**Wiring by layer**

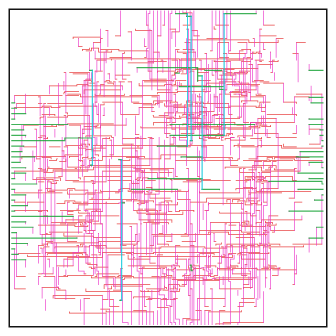
**Cell placement**

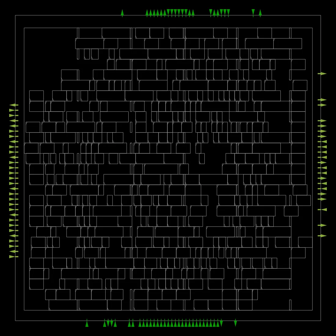
**Pin placement**

Pins as bars across the die edge, other pins in grey.
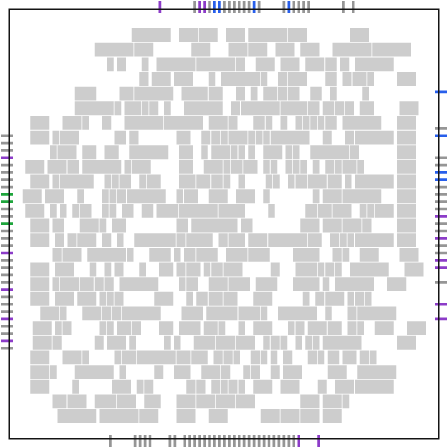
**Routed clock nets over the placement**

Bar = 20 um.
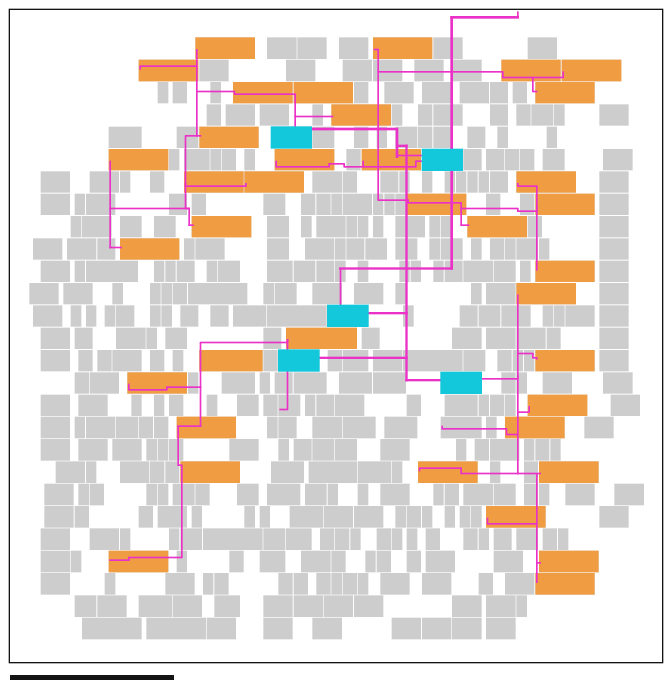
$ cat src/rtl/lc3_pkg.sv
// Shared LC-3 constants for the writeback path.
//   REG_CNT  : number of architectural registers (R0..R7)
//   DR_W     : width of a destination-register index
//   WORD_W   : ISA data width
//   CC_*     : {N,Z,P} condition-code encodings and the reset value
package lc3_pkg;

    localparam int REG_CNT = 8;
    localparam int DR_W    = 3;
    localparam int WORD_W  = 16;

    localparam logic [2:0] CC_N     = 3'b100;
    localparam logic [2:0] CC_Z     = 3'b010;
    localparam logic [2:0] CC_P     = 3'b001;
    localparam logic [2:0] CC_RESET = CC_Z;

endpackage

$ cat src/rtl/wb_dr_decode.sv
// Combinational 3-to-8 one-hot decoder for the granted destination register.
//   dr     : register index (R0..R7)
//   onehot : bit dr set, all others clear
module wb_dr_decode
    import lc3_pkg::*;
(
    input  logic [DR_W-1:0]    dr,
    output logic [REG_CNT-1:0] onehot
);

    always_comb begin
        onehot     = '0;
        onehot[dr] = 1'b1;
    end

endmodule

$ cat src/rtl/regfile_wb_scheduler.sv
// Shares the register file's single write port among REQ_N writeback sources
// (0 = ALU, 1 = LD, 2 = JSR/TRAP link) with round-robin arbitration, owns the
// NZP condition codes and a per-register busy scoreboard for the issue stage.
//
// Handshake: source i presents req_valid[i] with dr/data/setcc held stable;
// req_ready is a combinational one-hot grant computed from req_valid and the
// round-robin pointer only. A transfer occurs at the edge where
// req_valid[i] & req_ready[i]; its write appears on rf_we/rf_wdata for
// exactly the following cycle.
//
// Ports:
//   clk, rst_n            : clock, synchronous active-low reset
//   req_valid/dr/data/setcc: per-source write requests (packed by index)
//   req_ready             : one-hot grant (0 while in reset)
//   rsv_valid, rsv_dr     : issue-stage reservation of a destination reg
//   rf_we, rf_wdata       : registered one-hot write enable and data
//   cc                    : registered {N,Z,P}
//   busy                  : registered scoreboard, bit r = pending result
module regfile_wb_scheduler
    import lc3_pkg::*;
#(
    parameter int REQ_N  = 3,
    parameter int WORD_W = 16
) (
    input  logic                      clk,
    input  logic                      rst_n,
    input  logic [REQ_N-1:0]          req_valid,
    input  logic [DR_W*REQ_N-1:0]     req_dr,
    input  logic [WORD_W*REQ_N-1:0]   req_data,
    input  logic [REQ_N-1:0]          req_setcc,
    output logic [REQ_N-1:0]          req_ready,
    input  logic                      rsv_valid,
    input  logic [DR_W-1:0]           rsv_dr,
    output logic [REG_CNT-1:0]        rf_we,
    output logic [WORD_W-1:0]         rf_wdata,
    output logic [2:0]                cc,
    output logic [REG_CNT-1:0]        busy
);

    localparam int PTR_W = (REQ_N > 1) ? $clog2(REQ_N) : 1;

    logic [PTR_W-1:0]   ptr;
    logic [REQ_N-1:0]   grant;
    logic               found;
    logic [PTR_W-1:0]   gnt_idx;
    logic [DR_W-1:0]    gnt_dr;
    logic [WORD_W-1:0]  gnt_data;
    logic               gnt_setcc;
    logic [2:0]         gnt_cc;
    logic [REG_CNT-1:0] gnt_onehot;
    logic [REG_CNT-1:0] busy_next;

    // Round-robin search: first pass covers indices ptr..REQ_N-1, second
    // pass wraps to 0..ptr-1. Only req_valid and ptr feed this logic.
    always_comb begin
        grant   = '0;
        found   = 1'b0;
        gnt_idx = '0;
        for (int i = 0; i < REQ_N; i++) begin
            if (!found && req_valid[i] && (PTR_W'(i) >= ptr)) begin
                grant[i] = 1'b1;
                gnt_idx  = PTR_W'(i);
                found    = 1'b1;
            end
        end
        for (int i = 0; i < REQ_N; i++) begin
            if (!found && req_valid[i] && (PTR_W'(i) < ptr)) begin
                grant[i] = 1'b1;
                gnt_idx  = PTR_W'(i);
                found    = 1'b1;
            end
        end
        if (!rst_n) begin
            grant = '0;
            found = 1'b0;
        end
    end

    assign req_ready = grant;

    // Mux the winning source's payload using the one-hot grant.
    always_comb begin
        gnt_dr    = '0;
        gnt_data  = '0;
        gnt_setcc = 1'b0;
        for (int i = 0; i < REQ_N; i++) begin
            if (grant[i]) begin
                gnt_dr    = req_dr[i*DR_W +: DR_W];
                gnt_data  = req_data[i*WORD_W +: WORD_W];
                gnt_setcc = req_setcc[i];
            end
        end
    end

    wb_dr_decode u_dr_decode (
        .dr     (gnt_dr),
        .onehot (gnt_onehot)
    );

    always_comb begin
        if (gnt_data[WORD_W-1]) begin
            gnt_cc = CC_N;
        end else if (gnt_data == '0) begin
            gnt_cc = CC_Z;
        end else begin
            gnt_cc = CC_P;
        end
    end

    // Clear on write first, then set on reserve: a reservation arriving in
    // the same cycle as a write to that register belongs to a newer
    // instruction and must survive.
    always_comb begin
        busy_next = busy;
        if (found) begin
            busy_next = busy_next & ~gnt_onehot;
        end
        if (rsv_valid) begin
            busy_next[rsv_dr] = 1'b1;
        end
    end

    always_ff @(posedge clk) begin
        if (!rst_n) begin
            rf_we    <= '0;
            rf_wdata <= '0;
            cc       <= CC_RESET;
            busy     <= '0;
            ptr      <= '0;
        end else begin
            busy <= busy_next;
            if (found) begin
                rf_we    <= gnt_onehot;
                rf_wdata <= gnt_data;
                if (gnt_setcc) begin
                    cc <= gnt_cc;
                end
                if (gnt_idx == PTR_W'(REQ_N - 1)) begin
                    ptr <= '0;
                end else begin
                    ptr <= gnt_idx + 1'b1;
                end
            end else begin
                rf_we <= '0;
            end
        end
    end

endmodule

$ cat config.mk
export PLATFORM = sky130hd
export DESIGN_NAME = regfile_wb_scheduler
export DESIGN_NICKNAME = d
export VERILOG_FILES = /design/src/rtl/lc3_pkg.sv /design/src/rtl/wb_dr_decode.sv /design/src/rtl/regfile_wb_scheduler.sv
export SDC_FILE = /design/constraint.sdc
export NUM_CORES = 1
export LEC_CHECK = 0
export ABC_AREA = 1
export CAP_MARGIN = 0
export CORE_MARGIN = 2
export CORE_UTILIZATION = 35
export CTS_CLUSTER_SIZE = 28
export DETAILED_ROUTE_END_ITERATION = 10
export PLACE_DENSITY = 0.73
export REMOVE_ABC_BUFFERS = 1
export SETUP_SLACK_MARGIN = 0.4
export SYNTH_ARGS = -nofsm -noshare
export SYNTH_HDL_FRONTEND = slang
export SYNTH_HIERARCHICAL = 1
export SYNTH_SLANG_ARGS = --single-unit
export TNS_END_PERCENT = 30
$ cat constraint.sdc
create_clock -name clk -period 2.1 [get_ports clk]
set_input_delay 0.21 -clock clk [delete_from_list [all_inputs] [get_ports clk]]
set_output_delay 0.21 -clock clk [all_outputs]
set_load 0.05 [all_outputs]
==> impl_metrics.yaml <==
# synthesis and place-and-route metrics
drt:
  post_drt_wl_per_cell_um: 13.10
  ant_nets: 0
  viasPerCell: 4.798
  drcViolationCount: 0
  first_iter_violations: 138
  totalWireLength_mm: 6.549
  first_pass_iters: 4
floorplan:
  boundaryPins: 107
  die_w_um: 79.44
  coreArea_mm2: 0.005507
  die_h_um: 79.44
  chip_area_mm2: 0.006311
critical_path:
  crit_cells: 9
  cp-start-kind: "register"
  cp.required_ps: 1890
  crit_path_max_incr_delay_ps: 410
  r2r-start: "ptr[1]"
  critPathSlowestCell: "dfxtp_4"
  worstSetupPathType: "reg2out"
  critical_path.max_fanout: 6
  crit_family: "simple AND/OR/NAND/NOR gates"
  startpoint: "ptr[1]"
  crit_arrival_ps: 1550
  cpMostUsedCell: "nand2_4"
  end_kind: "output pin"
  regToRegSetupSlack_ps: 380
  cp_cell_sequence: "nand2_4 > nand2_4 > nand4_1 > nand2_4 > nand2_4 > inv_6 > buf_12 > buf_6 > buf_12"
  r2r_end: "busy[7]"
  crit_path_end: "req_ready[1]"
  worst-r2r-cell-count: 12
logic_synthesis:
  ys_sh_aoi_pct: 10.55
  most_common_cell: "nand2_1"
  syn_area_per_cell_um2: 6.869
  yosys.cell_types.count: 26
  ys_ff: 37
  edf_count: 0
  synthAdderAreaFrac_pct: 0
  ff_type: "dfxtp_1"
  syn-instance-count: 290
  synth-xor-area-share_pct: 0
  topCellsByArea: "dfxtp_1 (37%), nand2_1 (11%), nand3_1 (8.8%), nor2_1 (8.1%), a21oi_1 (6.0%)"
  yosys.area.top_type: "dfxtp_1"
hold_path:
  min_to: "cc[1]"
  min_path_type: "reg2reg"
run:
  warning_count: 27
  max_cap_violations: 0
final_layout:
  final_area_mm2: 0.003603
  area_growth_pct: 80.90
  finalNonFillerCells: 500
  final_common_cell: "clkdlybuf4s50_1"
  lay_top_cells: "clkdlybuf4s50_1 (100), nand2_1 (49), nor2_1 (41)"
  layout-drive-gt1-share_pct: 23.13
  finalNetCount: 497
final_timing:
  rsz0062_at_grt: "true"
  setup_viol: 0
  slew_headroom_pct: 65.31
  setup-tns-final_ps: 0
  tightest_slew_ps: 518.7
  hold_violations: 0
  maxSlewViolCount: 0
  fin_crit_sh_pct: 83.65
pwr:
  p_int_mw: 1.374
  peakVddDrop_uv: 260.8
  switching_share_pct: 34.46
  p_per_area_mw_per_mm2: 581.6
  leakage_nw: 1.567
  finalPower_mw: 2.096
  p_seq_uw: 776
  seq_power_share_pct: 37.0
  pg_comb_uw: 810
placed_design:
  routabilityCongestion: 0.8028
  place_area_mm2: 0.003381
  dp_hpwl_mm: 5.020
  post-place-ws_ps: -131.7
  io_buffers: 106
  place.detailed.instances: 490
outcome:
  outcome: "completed"
cts:
  htree_levels: 2
  post-cts-setup-buffers: 1
  clock_sinks: 37
  ctsResizeCount: 26
  holdBufCountCts: 0
  clockRootBuffer: "clkbuf_8"
global_routing:
  grt_pass1_wl_mm: 10.45
Notes on 'wiring by layer' above:
Key: red = M1 [wire length 2,800 um]; cyan = M4 [wire length 183 um]; magenta = M2 [wire length 3,220 um]; green = M3 [wire length 346 um]

Notes on 'cell placement' above:
post-layout util: 65.44%
num tapcells: 72
row count: 27

Notes on 'pin placement' above:
Key: purple = rf_wdata [pins 16, direction output, edge 6 right, 5 left, 3 top, 2 bottom]; blue = rf_we [pins 8, direction output, edge 4 top, 4 right]; green = req_setcc [pins 3, direction input, edge left]

Notes on 'routed clock nets over the placement' above:
Key: orange = flip-flops [count 37]; cyan = clock-net drivers [count 5]; magenta = clock wires [length 480 um]
There are 6 routed clock nets.
P_clk: 510 uW
Clk pwr share: 24.3%
Late-Pin Clk Latency: 290 ps
Worst Skew: 8.030 ps

## sequential cells by signal, indices dropped and copies added, names as in the netlist
name,count
busy,8
cc,3
ptr,2
rf_wdata,16
rf_we,8
## layout make-up
cell class	instances	area (um^2)	share of cell area [%]
Clock buffer	6	82.58	2.292
Clock inverter	1	7.507	0.2083
Inverter	33	141.4	3.924
Multi-Input combinational cell	208	1122	31.15
Sequential cell	37	745.7	20.69
Tap cell	72	90.09	2.500
Timing Repair Buffer	143	1414	39.24
## metal layers
metal	vias to the layer above	global-route usage, %	part of all wire [%]
met5	-	0	0
met4	0	7.069	2.8
met3	15	4.638	5.3
met2	83	37.23	49
met1	1085	25.09	43
li1	1216	-	-
Power figures rest on the tool's default switching activity, not on a simulated workload.
